[src/rtl/regfile_write_sched.sv]
// Arbitrates pipeline write-back and buffered mul/div R0 writes onto one register-file write port.
// Optional R0 forwarding of the newest pending entry is enabled by defining REGFILE_R0_FWD_EN.
module regfile_write_sched #(
  parameter int PEND_DEPTH = 2
) (
  input  logic        clk,
  input  logic        reset,
  input  logic        wb_valid,
  input  logic [3:0]  wb_reg,
  input  logic [15:0] wb_data,
  input  logic        r0_valid,
  input  logic [15:0] r0_data,
  output logic        rf_we,
  output logic [3:0]  rf_waddr,
  output logic [15:0] rf_wdata,
  output logic        stall,
  output logic [2:0]  pend_cnt,
  output logic        overflow,
  output logic        r0_fwd_valid,
  output logic [15:0] r0_fwd_data,
  output logic [1:0]  dbg_state
);

  // Handshake: wb_valid is always accepted. r0_valid is accepted unless stall is high
  // and wb_valid is high in the same cycle; such a request is dropped and flags overflow.
  typedef enum logic [1:0] {IDLE = 2'd0, DRAIN = 2'd1, FULL = 2'd2} state_e;

  localparam logic [1:0] LAST    = 2'(PEND_DEPTH - 1);
  localparam logic [2:0] DEPTH_C = 3'(PEND_DEPTH);

  state_e      state_q, state_d;
  logic [15:0] mem_q [4];
  logic [1:0]  wr_ptr_q, wr_ptr_d, rd_ptr_q, rd_ptr_d;
  logic [2:0]  cnt_q, cnt_d;
  logic        overflow_q, overflow_d;
  logic        rf_we_q, rf_we_d;
  logic [3:0]  rf_waddr_q, rf_waddr_d;
  logic [15:0] rf_wdata_q, rf_wdata_d;
  logic        flush, pop, bypass, drop, push;
  logic [1:0]  rd_base;
  logic [2:0]  cnt_base;

  function automatic logic [1:0] ptr_inc(input logic [1:0] p);
    return (p == LAST) ? 2'd0 : p + 2'd1;
  endfunction

  always_comb begin
    flush  = wb_valid && (wb_reg == 4'd0);
    pop    = !wb_valid && (cnt_q != 3'd0);
    bypass = r0_valid && !wb_valid && (cnt_q == 3'd0);
    drop   = r0_valid && wb_valid && !flush && (cnt_q == DEPTH_C);
    push   = r0_valid && !bypass && !drop;

    // A flush discards everything older than the wb write; a same-cycle push lands behind it.
    rd_base  = flush ? wr_ptr_q : rd_ptr_q;
    cnt_base = flush ? 3'd0 : cnt_q;
    rd_ptr_d = pop ? ptr_inc(rd_ptr_q) : rd_base;
    wr_ptr_d = push ? ptr_inc(wr_ptr_q) : wr_ptr_q;
    cnt_d    = cnt_base + {2'b00, push} - {2'b00, pop};
    overflow_d = overflow_q || drop;

    rf_we_d    = 1'b0;
    rf_waddr_d = rf_waddr_q;
    rf_wdata_d = rf_wdata_q;
    if (wb_valid) begin
      rf_we_d    = 1'b1;
      rf_waddr_d = wb_reg;
      rf_wdata_d = wb_data;
    end else if (pop) begin
      rf_we_d    = 1'b1;
      rf_waddr_d = 4'd0;
      rf_wdata_d = mem_q[rd_ptr_q];
    end else if (bypass) begin
      rf_we_d    = 1'b1;
      rf_waddr_d = 4'd0;
      rf_wdata_d = r0_data;
    end
  end

  always_comb begin
    state_d = DRAIN;
    if (cnt_d == 3'd0)         state_d = IDLE;
    else if (cnt_d == DEPTH_C) state_d = FULL;
  end

  always_ff @(posedge clk) begin
    if (reset) begin
      state_q    <= IDLE;
      wr_ptr_q   <= 2'd0;
      rd_ptr_q   <= 2'd0;
      cnt_q      <= 3'd0;
      overflow_q <= 1'b0;
      rf_we_q    <= 1'b0;
      rf_waddr_q <= 4'd0;
      rf_wdata_q <= 16'd0;
    end else begin
      state_q    <= state_d;
      wr_ptr_q   <= wr_ptr_d;
      rd_ptr_q   <= rd_ptr_d;
      cnt_q      <= cnt_d;
      overflow_q <= overflow_d;
      rf_we_q    <= rf_we_d;
      rf_waddr_q <= rf_waddr_d;
      rf_wdata_q <= rf_wdata_d;
    end
  end

  always_ff @(posedge clk) begin
    if (!reset && push) mem_q[wr_ptr_q] <= r0_data;
  end

  assign rf_we     = rf_we_q;
  assign rf_waddr  = rf_waddr_q;
  assign rf_wdata  = rf_wdata_q;
  assign stall     = (state_q == FULL);
  assign pend_cnt  = cnt_q;
  assign overflow  = overflow_q;
  assign dbg_state = state_q;

`ifdef REGFILE_R0_FWD_EN
  logic [1:0] newest;
  assign newest       = (wr_ptr_q == 2'd0) ? LAST : wr_ptr_q - 2'd1;
  assign r0_fwd_valid = (cnt_q != 3'd0);
  assign r0_fwd_data  = (cnt_q != 3'd0) ? mem_q[newest] : 16'd0;
`else
  assign r0_fwd_valid = 1'b0;
  assign r0_fwd_data  = 16'd0;
`endif

endmodule

[config.mk]
export PLATFORM = sky130hd
export DESIGN_NAME = regfile_write_sched
export DESIGN_NICKNAME = d
export VERILOG_FILES = /design/src/rtl/regfile_write_sched.sv
export SDC_FILE = /design/constraint.sdc
export NUM_CORES = 1
export LEC_CHECK = 0
export ABC_CLOCK_PERIOD_IN_PS = 3100
export CORE_MARGIN = 2
export CORE_UTILIZATION = 46
export CTS_BUF_LIST = sky130_fd_sc_hd__clkbuf_2 sky130_fd_sc_hd__clkbuf_4 sky130_fd_sc_hd__clkbuf_8
export CTS_CLUSTER_DIAMETER = 80
export DETAILED_ROUTE_END_ITERATION = 12
export MAX_ROUTING_LAYER = met4
export PLACE_DENSITY = 0.84
export SYNTH_ARGS = -nofsm -noshare
export SYNTH_HDL_FRONTEND = slang
export SYNTH_SLANG_ARGS = --single-unit
[constraint.sdc]
create_clock -name clk -period 3.1 [get_ports clk]
set_input_delay 0.465 -clock clk [delete_from_list [all_inputs] [get_ports clk]]
set_output_delay 0.465 -clock clk [all_outputs]
set_load 0.01 [all_outputs]
==> images/placement.png <==
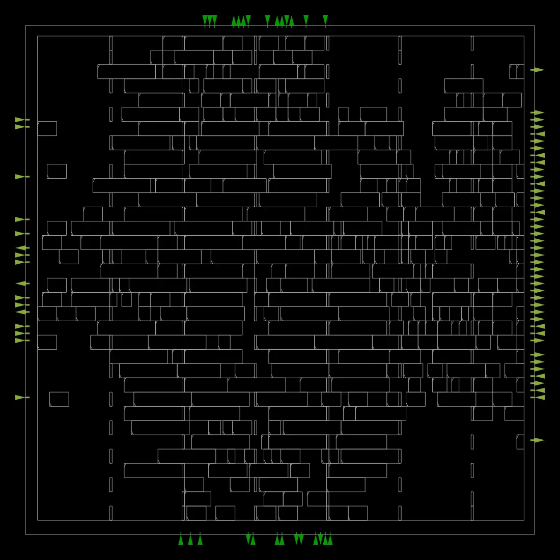
Finished Layout Cells: 458
Core Region: 8590 um^2
seq_cells: 97
fin util: 58.1%

==> images/placement_by_type.png <==
The bar under the picture is 20 um long. Fill, decap, tap and diode cells in grey.
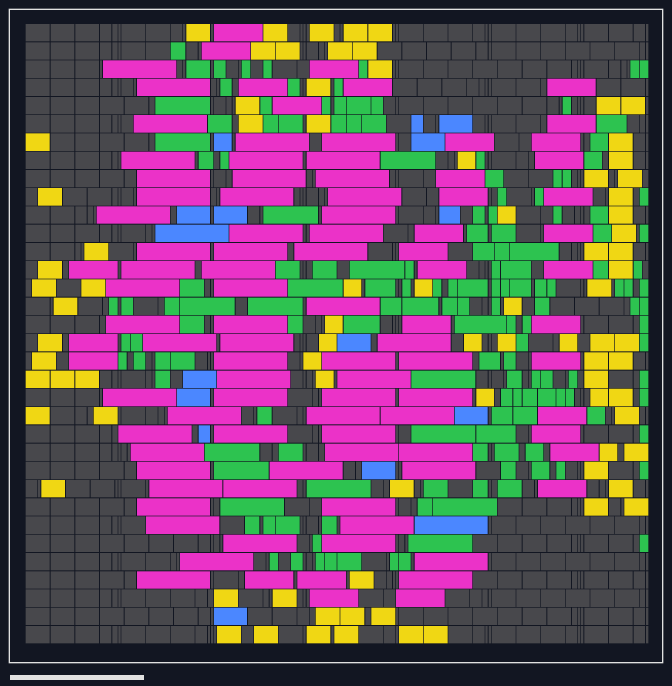
[blue] clock drivers and dummy loads | cells: 16
[green] combinational and other logic | cells: 155
[magenta] flops | cells: 97
[yellow] other buffers and delay cells | cells: 82
Seq/total area: 51.8%
num rows: 34
final instance area: 4990 um^2

==> flow_metrics.tcl <==
# flow metrics
set metrics [dict create \
    status "completed" \
    yosys_cells 270 \
    drive_gt1_share_pct 14.0 \
    vias 2544 \
    dpl.cell_count 442 \
    avgSynthCellArea_um2 14.8 \
    comb-cell-share_pct 24.6 \
    gr-total-overflow 0 \
    n_fill_cell 654 \
    cts_setup_buffers 0 \
    end_kind "flip-flop" \
    drv_cap 0 \
    synth.distinct_cells 39 \
    ant_nets 0 \
    power.total_mw 3.48 \
    cts_root_buf "clkbuf_8" \
    antenna_found_initial 0 \
    setup_ws_ps 585 \
    timing.final.hold_violations 0 \
    critPathLaunchType "input pin" \
    p_int_mw 2.50 \
    clock_path_buffers 2 \
    area_growth_pct 24.8 \
    pwr-share-comb_pct 27.9 \
    simple_gate_share_pct 10.1 \
    slew_headroom_pct 48.6 \
    cts_hold_buf 0 \
    whs_ps 466 \
    min_period_over_period_pct 81.1 \
    top_power_group "registers" \
    signal_buffers 82 \
    grt_pass1_vias 2569 \
    synth-edff-count 64 \
    clk_share_pct 4.49 \
    synthXorXnorAreaFrac_pct 0.657 \
    ys_sh_adder_pct 1.13 \
    power_switching_mw 0.982 \
    p_comb_mw 0.969 \
    vdd_drop_max_mv 0.336 \
    cp_max_fo 5 \
    die_width_um 97.2 \
    critical-path-top-delay-family "simple AND/OR/NAND/NOR gates" \
    inv_count 10 \
    ios 85 \
    numPortBuffers 67 \
    top_cell_area_share_pct 48.1 \
    tightest_slew_ps 771 \
    drcViolationCount 0 \
    cts-resized-gates 0 \
    yosys_warnings 0 \
    rsz0062_at_grt "no" \
    buffer_area_share_pct 15.7 \
    tritoncts "built" \
    htreeDepth 3 \
    synth-compound-area-share_pct 6.79 \
    chipArea_um2 9450 \
    wire_per_inst_um 17.7 \
    slowest_delay_ps 440 \
    pwr-share-seq_pct 46.6 \
    max_freq_ghz 0.398 \
]
==> images/clk_routes.png <==
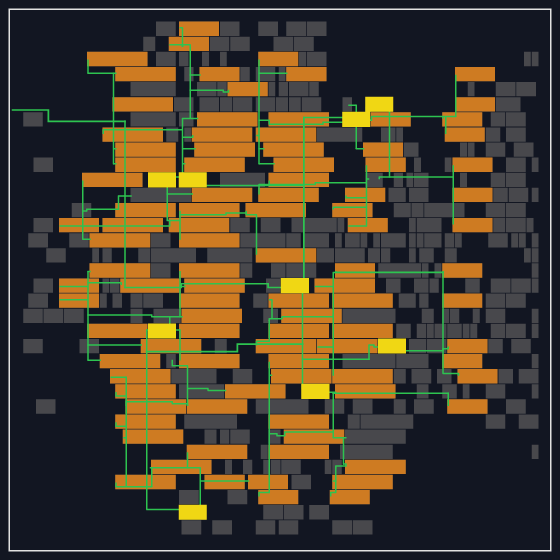
[orange] flip-flops | count: 97
[green] clock wires | length: 973 um
[yellow] clock drivers | count: 9
flops lie: spread over the die
routed clock nets: 10
Clock Skews: 5.63 ps
Latency at later pin: 350 ps
clock network fraction of total power: 25.6%

==> cell usage in the layout, fill, tap and decap left out, drive strengths merged, types with 4 or more instances in the layout <==
cell           instances
a222oi                16
conb                  17
dfxtp                 33
a22oi                  4
mux4                  16
edfxtp                64
clkdlybuf4s50         67
clkbuf                11
buf                   15
a21oi                  5
nor3                  16
nand2                  4
inv                   10
nand2b                17
nor2                  24
==> routing by layer <==
layer / part of all wire [%] / vias up / routed length, um / global-route usage [%]
met2: 49 / 133 / 3930 / 28.3
met3: 9.2 / 13 / 745 / 5.40
met1: 41 / 1246 / 3290 / 21.5
met5: 0 / - / 0 / -
li1: - / 1152 / - / -
met4: 1.6 / 0 / 129 / 7.48
==> worst paths after layout <==
path / startpoint / endpoint / slack (ps) / cells past startpoint
worst min-delay path: rf_wdata[2] / rf_wdata[2] / 470 / 2
worst min register to register: rf_wdata[2] / rf_wdata[2] / 470 / 2
worst max-delay path: wb_reg[1] / dbg_state[1] / 590 / 11
worst max register to register: pend_cnt[0] / dbg_state[1] / 940 / 8
==> cells in the mapped netlist, types with 4 or more instances <==
cell / n
mux4_2: 10
nand2_1: 4
mux4_1: 6
nand2b_1: 17
clkbuf_1: 10
a21oi_1: 5
edfxtp_1: 64
dfxtp_1: 33
nor3_1: 16
inv_1: 9
buf_4: 17
nor2_1: 24
a22oi_1: 4
a222oi_1: 16
==> flip-flops by register name, summed over array words and instances, names as in the netlist, named ones only <==
name	cells
dbg_state	2
mem_q	64
overflow	1
pend_cnt	3
rd_ptr_q	2
rf_waddr	4
rf_wdata	16
rf_we	1
wr_ptr_q	2
==> tightest hold or removal path, delay by kind of cell (launching register included) <==
family	cells	cell delay [ps]
DFF	1	320
buffers and inverters	1	50
AOI/OAI and AO/OA	1	50
Power figures rest on the tool's default switching activity, not on a simulated workload.
